Figure 1. Cell outlines without signal wires (run 1).
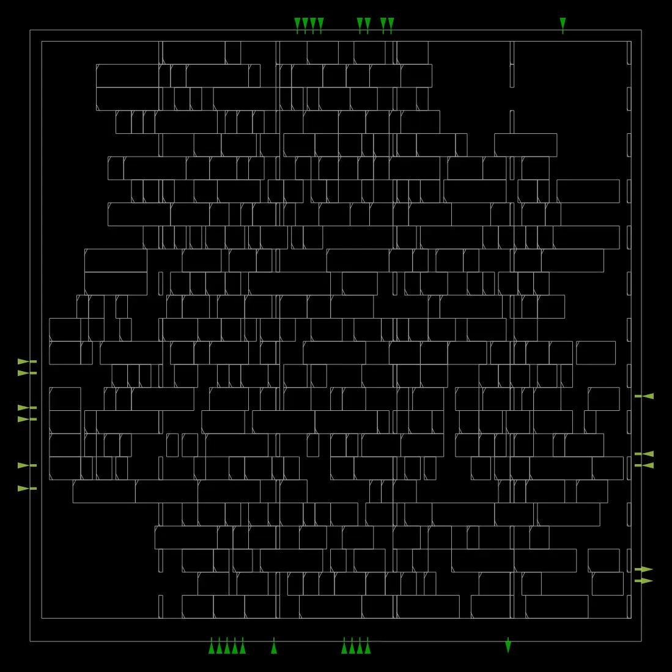
Figure 2. Routed metal per tile (run 1).
Scale bar: 20 um. 14 x 14 tiles, from black (low) to pale yellow (high), scaled to the fullest tile. Values are wire area over tile area, all layers added.
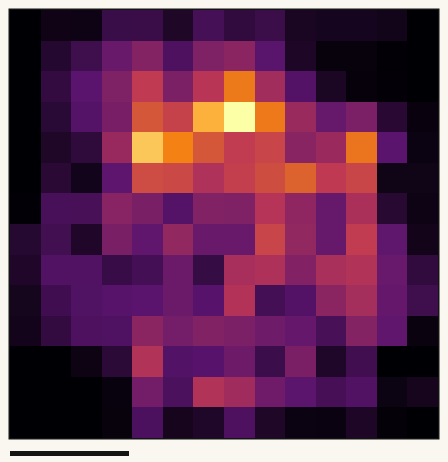
Figure 3. Wiring by layer (run 1).
Scale bar: 20 um. Only two layers are drawn.
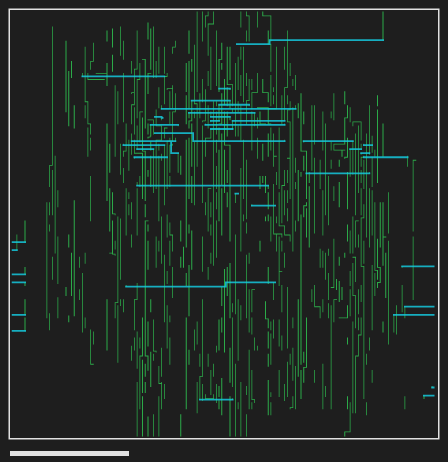
Figure 4. Register map, names as in the netlist (run 1).
Other sequential cells in the stronger grey, the rest of the logic in the fainter grey.
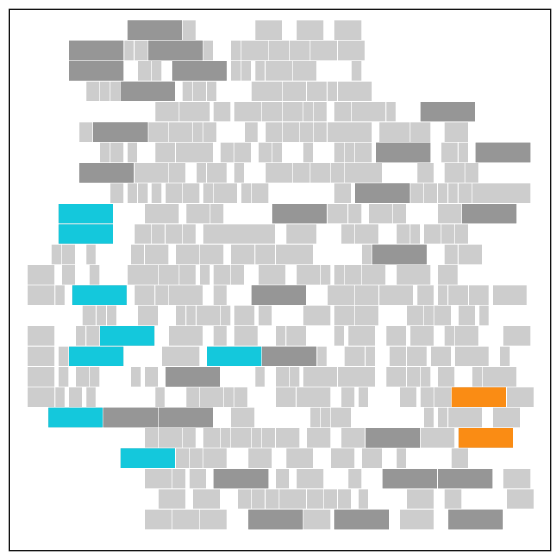
--- config.mk ---
export PLATFORM = sky130hd
export DESIGN_NAME = pulse_gen
export DESIGN_NICKNAME = d
export VERILOG_FILES = /design/src/rtl/pulse_gen_pkg.sv /design/src/rtl/pg_down_cnt.sv /design/src/rtl/pulse_gen.sv
export SDC_FILE = /design/constraint.sdc
export NUM_CORES = 1
export LEC_CHECK = 0
export CAP_MARGIN = 20
export CORE_UTILIZATION = 50
export DETAILED_ROUTE_END_ITERATION = 8
export HOLD_SLACK_MARGIN = 0.15
export PLACE_DENSITY = 0.81
export SLEW_MARGIN = 20
export SYNTH_ARGS = -nofsm -noshare
export SYNTH_HDL_FRONTEND = slang
export SYNTH_SLANG_ARGS = --single-unit
--- constraint.sdc ---
create_clock -name clk -period 3.9 [get_ports clk]
set_input_delay 0.585 -clock clk [delete_from_list [all_inputs] [get_ports clk]]
set_output_delay 0.585 -clock clk [all_outputs]
set_load 0.02 [all_outputs]
--- src/rtl/pulse_gen_pkg.sv ---
// pulse_gen_pkg: shared FSM states and default counter width for pulse_gen
package pulse_gen_pkg;
  localparam int CNT_W_DEF = 8;
  typedef enum logic [1:0] {IDLE, HIGH, LOW, DONE} state_t;
endpackage

--- src/rtl/pg_down_cnt.sv ---
// pg_down_cnt: loadable down-counter with zero flag
// Ports: clk, rstn (sync, active-low), load/val (load value), dec (count down), zero (count is 0)
module pg_down_cnt #(
  parameter int W = 8
) (
  input  logic         clk,
  input  logic         rstn,
  input  logic         load,
  input  logic         dec,
  input  logic [W-1:0] val,
  output logic         zero
);
  logic [W-1:0] cnt;
  always_ff @(posedge clk)
    if (!rstn) cnt <= '0;
    else if (load) cnt <= val;
    else if (dec && cnt != '0) cnt <= cnt - 1'b1;
  assign zero = cnt == '0;
endmodule

--- src/rtl/pulse_gen.sv ---
// pulse_gen: programmable pulse-train generator (width/gap/count), abortable
// Ports: clk, rstn (sync, active-low), start, width, gap, count, abort in;
//        pulse, busy, done registered out
module pulse_gen
  import pulse_gen_pkg::*;
#(
  parameter int CNT_W = CNT_W_DEF
) (
  input  logic             clk,
  input  logic             rstn,
  input  logic             start,
  input  logic [CNT_W-1:0] width,
  input  logic [CNT_W-1:0] gap,
  input  logic [CNT_W-1:0] count,
  input  logic             abort,
  output logic             pulse,
  output logic             busy,
  output logic             done
);
  state_t state, state_nxt;
  logic [CNT_W-1:0] width_q, gap_q, rem, ph_val;
  logic ph_load, ph_dec, ph_zero, accept;
  // phase counter holds cycles remaining after the current one, so a field of 0 behaves like 1
  function automatic logic [CNT_W-1:0] eff_m1(input logic [CNT_W-1:0] x);
    return x == '0 ? '0 : x - 1'b1;
  endfunction
  assign accept = state == IDLE && start && !abort;
  always_comb begin
    state_nxt = state;
    ph_load = 1'b0;
    ph_dec = 1'b0;
    ph_val = '0;
    if (abort) state_nxt = IDLE;
    else
      case (state)
        IDLE: if (start) begin
          state_nxt = count == '0 ? DONE : HIGH;
          ph_load = 1'b1;
          ph_val = eff_m1(width);
        end
        HIGH: if (ph_zero) begin
          state_nxt = rem == CNT_W'(1) ? DONE : LOW;
          ph_load = 1'b1;
          ph_val = eff_m1(gap_q);
        end else ph_dec = 1'b1;
        LOW: if (ph_zero) begin
          state_nxt = HIGH;
          ph_load = 1'b1;
          ph_val = eff_m1(width_q);
        end else ph_dec = 1'b1;
        default: state_nxt = IDLE;
      endcase
  end
  pg_down_cnt #(.W(CNT_W)) u_phase (
    .clk(clk), .rstn(rstn), .load(ph_load), .dec(ph_dec), .val(ph_val), .zero(ph_zero)
  );
  always_ff @(posedge clk)
    if (!rstn) begin
      state <= IDLE;
      width_q <= '0;
      gap_q <= '0;
      rem <= '0;
      pulse <= 1'b0;
      busy <= 1'b0;
      done <= 1'b0;
    end else begin
      state <= state_nxt;
      pulse <= state_nxt == HIGH;
      busy <= state_nxt == HIGH || state_nxt == LOW;
      done <= state_nxt == DONE;
      if (accept) begin
        width_q <= width;
        gap_q <= gap;
        rem <= count;
      end else if (state == HIGH && ph_zero && !abort) rem <= rem - 1'b1;
    end
endmodule
==> ci_impl_report.md, run 1 <==
### Yosys + OpenROAD results

| Metric | Value |
|---|---|
| Min Hold Slack | `0.487 ns` |
| Die W | `72.1 um` |
| Tot Pwr | `990 uW` |
| # diodes | `0` |
| Finished Cell Area | `2880 sq um` |
| Lkg Pwr | `0.00107 uW` |
| Chip Area | `5190 sq um` |
| Final min period | `2.56 ns` |
| Top area cell types | `dfxtp_1 30%, ha_1 8.2%, a21oi_1 6.9%, nand2_1 6.3%, xnor2_1 3.6%` |
| Synthesized flop and latch total | `37` |
| Fin. Hold Viols | `0` |
| Max H-tree Level | `2` |
| Reg2reg path depth | `7` |
| Max cap viols | `0` |
| FF-to-FF End | `u_phase.cnt[6]` |
| Dominant cell area share | `30.2%` |
| Crit path DAT | `2.75 ns` |
| Grt met3 use | `5.00%` |
| Routed wl met3 | `289 um` |
| Combinational power share | `30.5%` |
| Seq pwr share | `44.7%` |
| Routed metal-1 wirelength | `2700 um` |
| Yosys cell count | `309` |
| Total negative slack | `0 ns` |
| Reg2reg start | `u_phase.cnt[0]` |
| Initial antenna violation count | `0` |
| Fmax | `390 MHz` |
| Fp util | `51.9%` |
| Worst Setup SP | `width[2]` |
| Logic share of the area | `55.6%` |
| Buffers & Inverters on Critical Path | `1` |
| Final setup viols | `0` |
| Ports | `31` |
| Tap cells | `67` |
| Crit path kind | `in -> reg` |
| Non-clock buffers | `31` |
| TritonCTS buffer count | `5` |
| Seq. cell area | `741 sq um` |
| CTS tree | `built` |
| Top cells excl fill/tap | `41 x nand2_1, 37 x dfxtp_1, 34 x a21oi_1, 30 x clkdlybuf4s50_1, 19 x inv_1` |
| Clock-net power | `245 uW` |
| DR iter-0 viols | `138` |
| Top pwr grp | `sequential cells` |
| Yosys stat chip area | `2450 sq um` |
| Worst setup endpoint | `u_phase.cnt[0]` |
| Synth warn | `0` |
| Layout fillers | `404` |
| Core Rows | `25` |
| # resized after CTS | `0` |
| Post-synth EDFFs | `0` |
| Post-synth top cells | `41 x nand2_1, 37 x dfxtp_1, 34 x a21oi_1` |
| Switching share of power | `33.1%` |
| Synth top cell by count | `nand2_1` |
| Critical-path top delay cell | `or4_1` |
| Worst-Skew Late Latency | `0.29 ns` |
| Vias/cell | `5.87` |
| Max-slew violation count | `0` |
| Synthesized-area fraction occupied by adder cells | `8.16%` |
| Multi-In Gates | `242` |
| CP Cell Sequence | `clkdlybuf4s50_1 -> or4_1 -> o41ai_2 -> nor2_1 -> or3_1 -> a31o_1` |
| Compound Share, Synth | `22.8%` |
| Metal2 WL | `2620 um` |
| Crit-path leading delay family | `simple AND/OR/NAND/NOR gates` |
| Worst Hold Class | `reg -> reg` |
| Least-Margin Pin Slew | `0.701 ns` |
| PD cells | `343 nW/um^2` |
| Net Count, Synth | `353` |
| # DRC | `0` |
| Placed cells | `397` |
| Worst setup SP type | `input port` |
| Grt met1 use | `33.1%` |
| Root buffer cell | `clkbuf_8` |
| Top cell excl fill/tap | `nand2_1` |
| GPL Wtd Cong | `0.867` |
| XOR Share, Synth | `5.71%` |
| Most used routing layer | `met2` |
| Buffering overhead | `10.7%` |
| Final #Nets | `381` |
| Required time worst endpoint | `4.09 ns` |
| Synth Instances | `309` |
| P&R area growth vs syn | `17.5%` |
| Status | `finished clean` |
| Worst Hold Depth | `2` |
| Non-filler instance count after layout | `403` |
| Logic inverters | `20` |
| Layout cells sized above 1 | `5.65%` |
| Synth Cell Area | `2450 sq um` |
| Clock Skews | `0.00560 ns` |
| Clock Path Buffers | `2` |
| Most used DFF post-synth | `dfxtp_1` |
| Final worst slack | `1.34 ns` |
| DIE HEIGHT | `72.1 um` |
| Largest cell class by area | `logic gates` |
| Synth logic family | `simple AND/OR/NAND/NOR gates` |
| DP Area | `2810 sq um` |
| Yosys simple share | `28.1%` |
| ClkCell Share | `2.56%` |
| First-pass GRT wire length | `9670 um` |
| Ys async rst share | `0%` |
| OpenROAD warning count | `35` |
| Clock Power Share | `24.8%` |
| Synth area leader | `dfxtp_1` |
| P_int | `663 uW` |
| MUX share of area | `0.408%` |
| Slew HR | `53.0%` |
| CP Depth | `6` |
| Reg clk slew, reported paths | `0.07 ns` |
| Max rail drop VDD | `183 uV` |
| Hold Path Origin | `gap_q[7]` |
| RSZ-0062 raised after global routing | `false` |
| Pre-CTS setup slack | `1.03 ns` |
| Worst setup EP type | `flip-flop` |
| Logic area | `1600 sq um` |
| Highest metal used | `met4` |
| DRT antenna net count | `0` |
| Clock buf count | `5` |
| Post-CTS setup buffer count | `0` |
| Post-synthesis cell type count | `56` |
| Seq group | `443 uW` |
| Crit-path max FO | `6` |
| Hold_buf cts | `0` |
| Vias in the first global route | `2080` |
## Picture notes: Figure 1
Core ar.: 4720 sq um
flop count: 37

## Picture notes: Figure 2
mean over tiles: 0.17
fullest tile: 0.72
emptiest ninth of the die: bottom left
tiles over half the peak: 11%
nearly empty tiles: 14%
vias: 2367
GRT Total Usage: 23.7%
DR WL/cell: 14.1 um

## Picture notes: Figure 3
legend:
  green:
    layer: met2
    wire_length: 2620 um
  cyan:
    layer: met3
    wire_length: 289 um
drt total wl: 5670 um

## Picture notes: Figure 4
legend:
  cyan:
    signal: `gap_q`
    placed_flops: 8
  orange:
    signal: `state`
    placed_flops: 2
final core utilization: 61.0%
flop share of the area: 25.7%

==> run 2, diff against run 1 <==
--- a/config.mk
+++ b/config.mk
@@ -9,7 +9,7 @@
 export CORE_UTILIZATION = 50
 export DETAILED_ROUTE_END_ITERATION = 8
 export HOLD_SLACK_MARGIN = 0.15
-export PLACE_DENSITY = 0.81
+export PLACE_DENSITY = 0.84
 export SLEW_MARGIN = 20
 export SYNTH_ARGS = -nofsm -noshare
 export SYNTH_HDL_FRONTEND = slang
==> constraint.sdc (replaced) <==
create_clock -name clk -period 2.3 [get_ports clk]
set_input_delay 0.345 -clock clk [delete_from_list [all_inputs] [get_ports clk]]
set_output_delay 0.345 -clock clk [all_outputs]
set_load 0.02 [all_outputs]
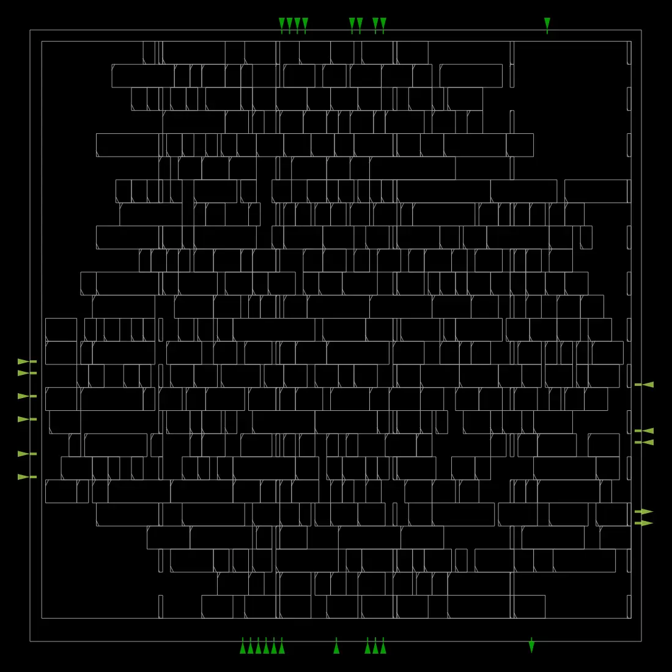
Figure 5: run 2, cell outlines without signal wires.
final core utilization: 66.9%
Core Rows: 25

==> ci_impl_report.md, run 2 <==
### Yosys + OpenROAD results

| Metric | Value |
|---|---|
| Final #Nets | `409 (was 381)` |
| Clock Path Buffers | `2 (unchanged)` |
| Yosys stat chip area | `2450 sq um (unchanged)` |
| Fp util | `51.9% (unchanged)` |
| Reg2reg path depth | `5 (was 7)` |
| Worst setup endpoint | `u_phase.cnt[0] (unchanged)` |
| Worst setup EP type | `flip-flop (unchanged)` |
| Max-slew violation count | `0 (unchanged)` |
| Logic share of the area | `51.5% (was 55.6%)` |
| Synth area leader | `dfxtp_1 (unchanged)` |
| # resized after CTS | `0 (unchanged)` |
| Max H-tree Level | `2 (unchanged)` |
| Yosys simple share | `28.1% (unchanged)` |
| Post-synth EDFFs | `0 (unchanged)` |
| Dominant cell area share | `30.2% (unchanged)` |
| DIE HEIGHT | `72.1 um (unchanged)` |
| Non-clock buffers | `59 (was 31)` |
| Seq pwr share | `38.9% (was 44.7%)` |
| Clock Power Share | `30.2% (was 24.8%)` |
| RSZ-0062 raised after global routing | `false (unchanged)` |
| Worst Setup SP | `width_q[3] (was width[2])` |
| Seq group | `747 uW (was 443 uW)` |
| Synth warn | `0 (unchanged)` |
| Worst setup SP type | `flip-flop (was input port)` |
| Status | `finished clean (unchanged)` |
| FF-to-FF End | `u_phase.cnt[0] (was u_phase.cnt[6])` |
| Synth logic family | `simple AND/OR/NAND/NOR gates (unchanged)` |
| Top cell excl fill/tap | `nand2_1 (unchanged)` |
| Max cap viols | `0 (unchanged)` |
| Synth Instances | `309 (unchanged)` |
| GPL Wtd Cong | `0.880 (was 0.867)` |
| Synthesized flop and latch total | `37 (unchanged)` |
| Crit path DAT | `2.43 ns (was 2.75 ns)` |
| Worst Hold Class | `reg -> reg (unchanged)` |
| Max rail drop VDD | `466 uV (was 183 uV)` |
| Highest metal used | `met4 (unchanged)` |
| Critical-path top delay cell | `or4_4 (was or4_1)` |
| CP Depth | `5 (was 6)` |
| Yosys cell count | `309 (unchanged)` |
| Post-synthesis cell type count | `56 (unchanged)` |
| P&R area growth vs syn | `28.9% (was 17.5%)` |
| First-pass GRT wire length | `10700 um (was 9670 um)` |
| Worst Hold Depth | `2 (unchanged)` |
| OpenROAD warning count | `35 (unchanged)` |
| MUX share of area | `0.408% (unchanged)` |
| Seq. cell area | `741 sq um (unchanged)` |
| Layout cells sized above 1 | `13.7% (was 5.65%)` |
| Final worst slack | `0.0575 ns (was 1.34 ns)` |
| TritonCTS buffer count | `5 (unchanged)` |
| Crit path kind | `reg -> reg (was in -> reg)` |
| Top cells excl fill/tap | `41 x nand2_1, 37 x dfxtp_1, 34 x a21oi_1, 30 x clkdlybuf4s50_1, 29 x buf_4 (was 41 x nand2_1, 37 x dfxtp_1, 34 x a21oi_1, 30 x clkdlybuf4s50_1, 19 x inv_1)` |
| Most used DFF post-synth | `dfxtp_1 (unchanged)` |
| Crit-path max FO | `8 (was 6)` |
| Final min period | `2.24 ns` |
| Most used routing layer | `met2 (unchanged)` |
| Buffering overhead | `16.4% (was 10.7%)` |
| Flop count | `37 (unchanged)` |
| Slew HR | `50.3% (was 53.0%)` |
| Min Hold Slack | `0.486 ns (was 0.487 ns)` |
| DRT antenna net count | `0 (unchanged)` |
| Initial antenna violation count | `0 (unchanged)` |
| Vias/cell | `5.78 (was 5.87)` |
| Hold Path Origin | `width_q[5] (was gap_q[7])` |
| Switching share of power | `30.7% (was 33.1%)` |
| Ys async rst share | `0% (unchanged)` |
| PD cells | `608 nW/um^2 (was 343 nW/um^2)` |
| XOR Share, Synth | `5.71% (unchanged)` |
| Synthesized-area fraction occupied by adder cells | `8.16% (unchanged)` |
| Buffers & Inverters on Critical Path | `0 (was 1)` |
| P_int | `1330 uW (was 663 uW)` |
| Placed cells | `425 (was 397)` |
| Vias | `2501 (was 2367)` |
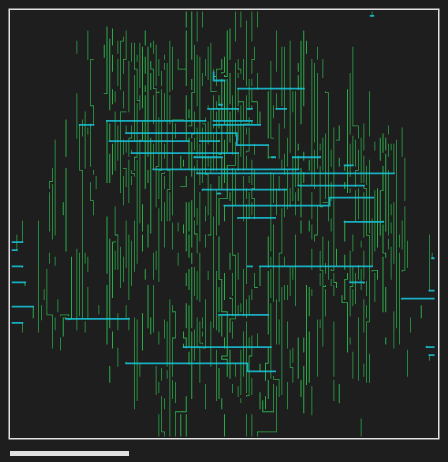
Figure 6: run 2, wiring by layer.
Scale bar: 20 um. Only two layers are drawn.
legend:
  cyan:
    layer: met3
    wire_length: 349 um
  green:
    layer: met2
    wire_length: 3090 um
GRT Total Usage: 26.3%
drt total wl: 6300 um
DR WL/cell: 14.5 um

Power is estimated from default activity; no workload was simulated.
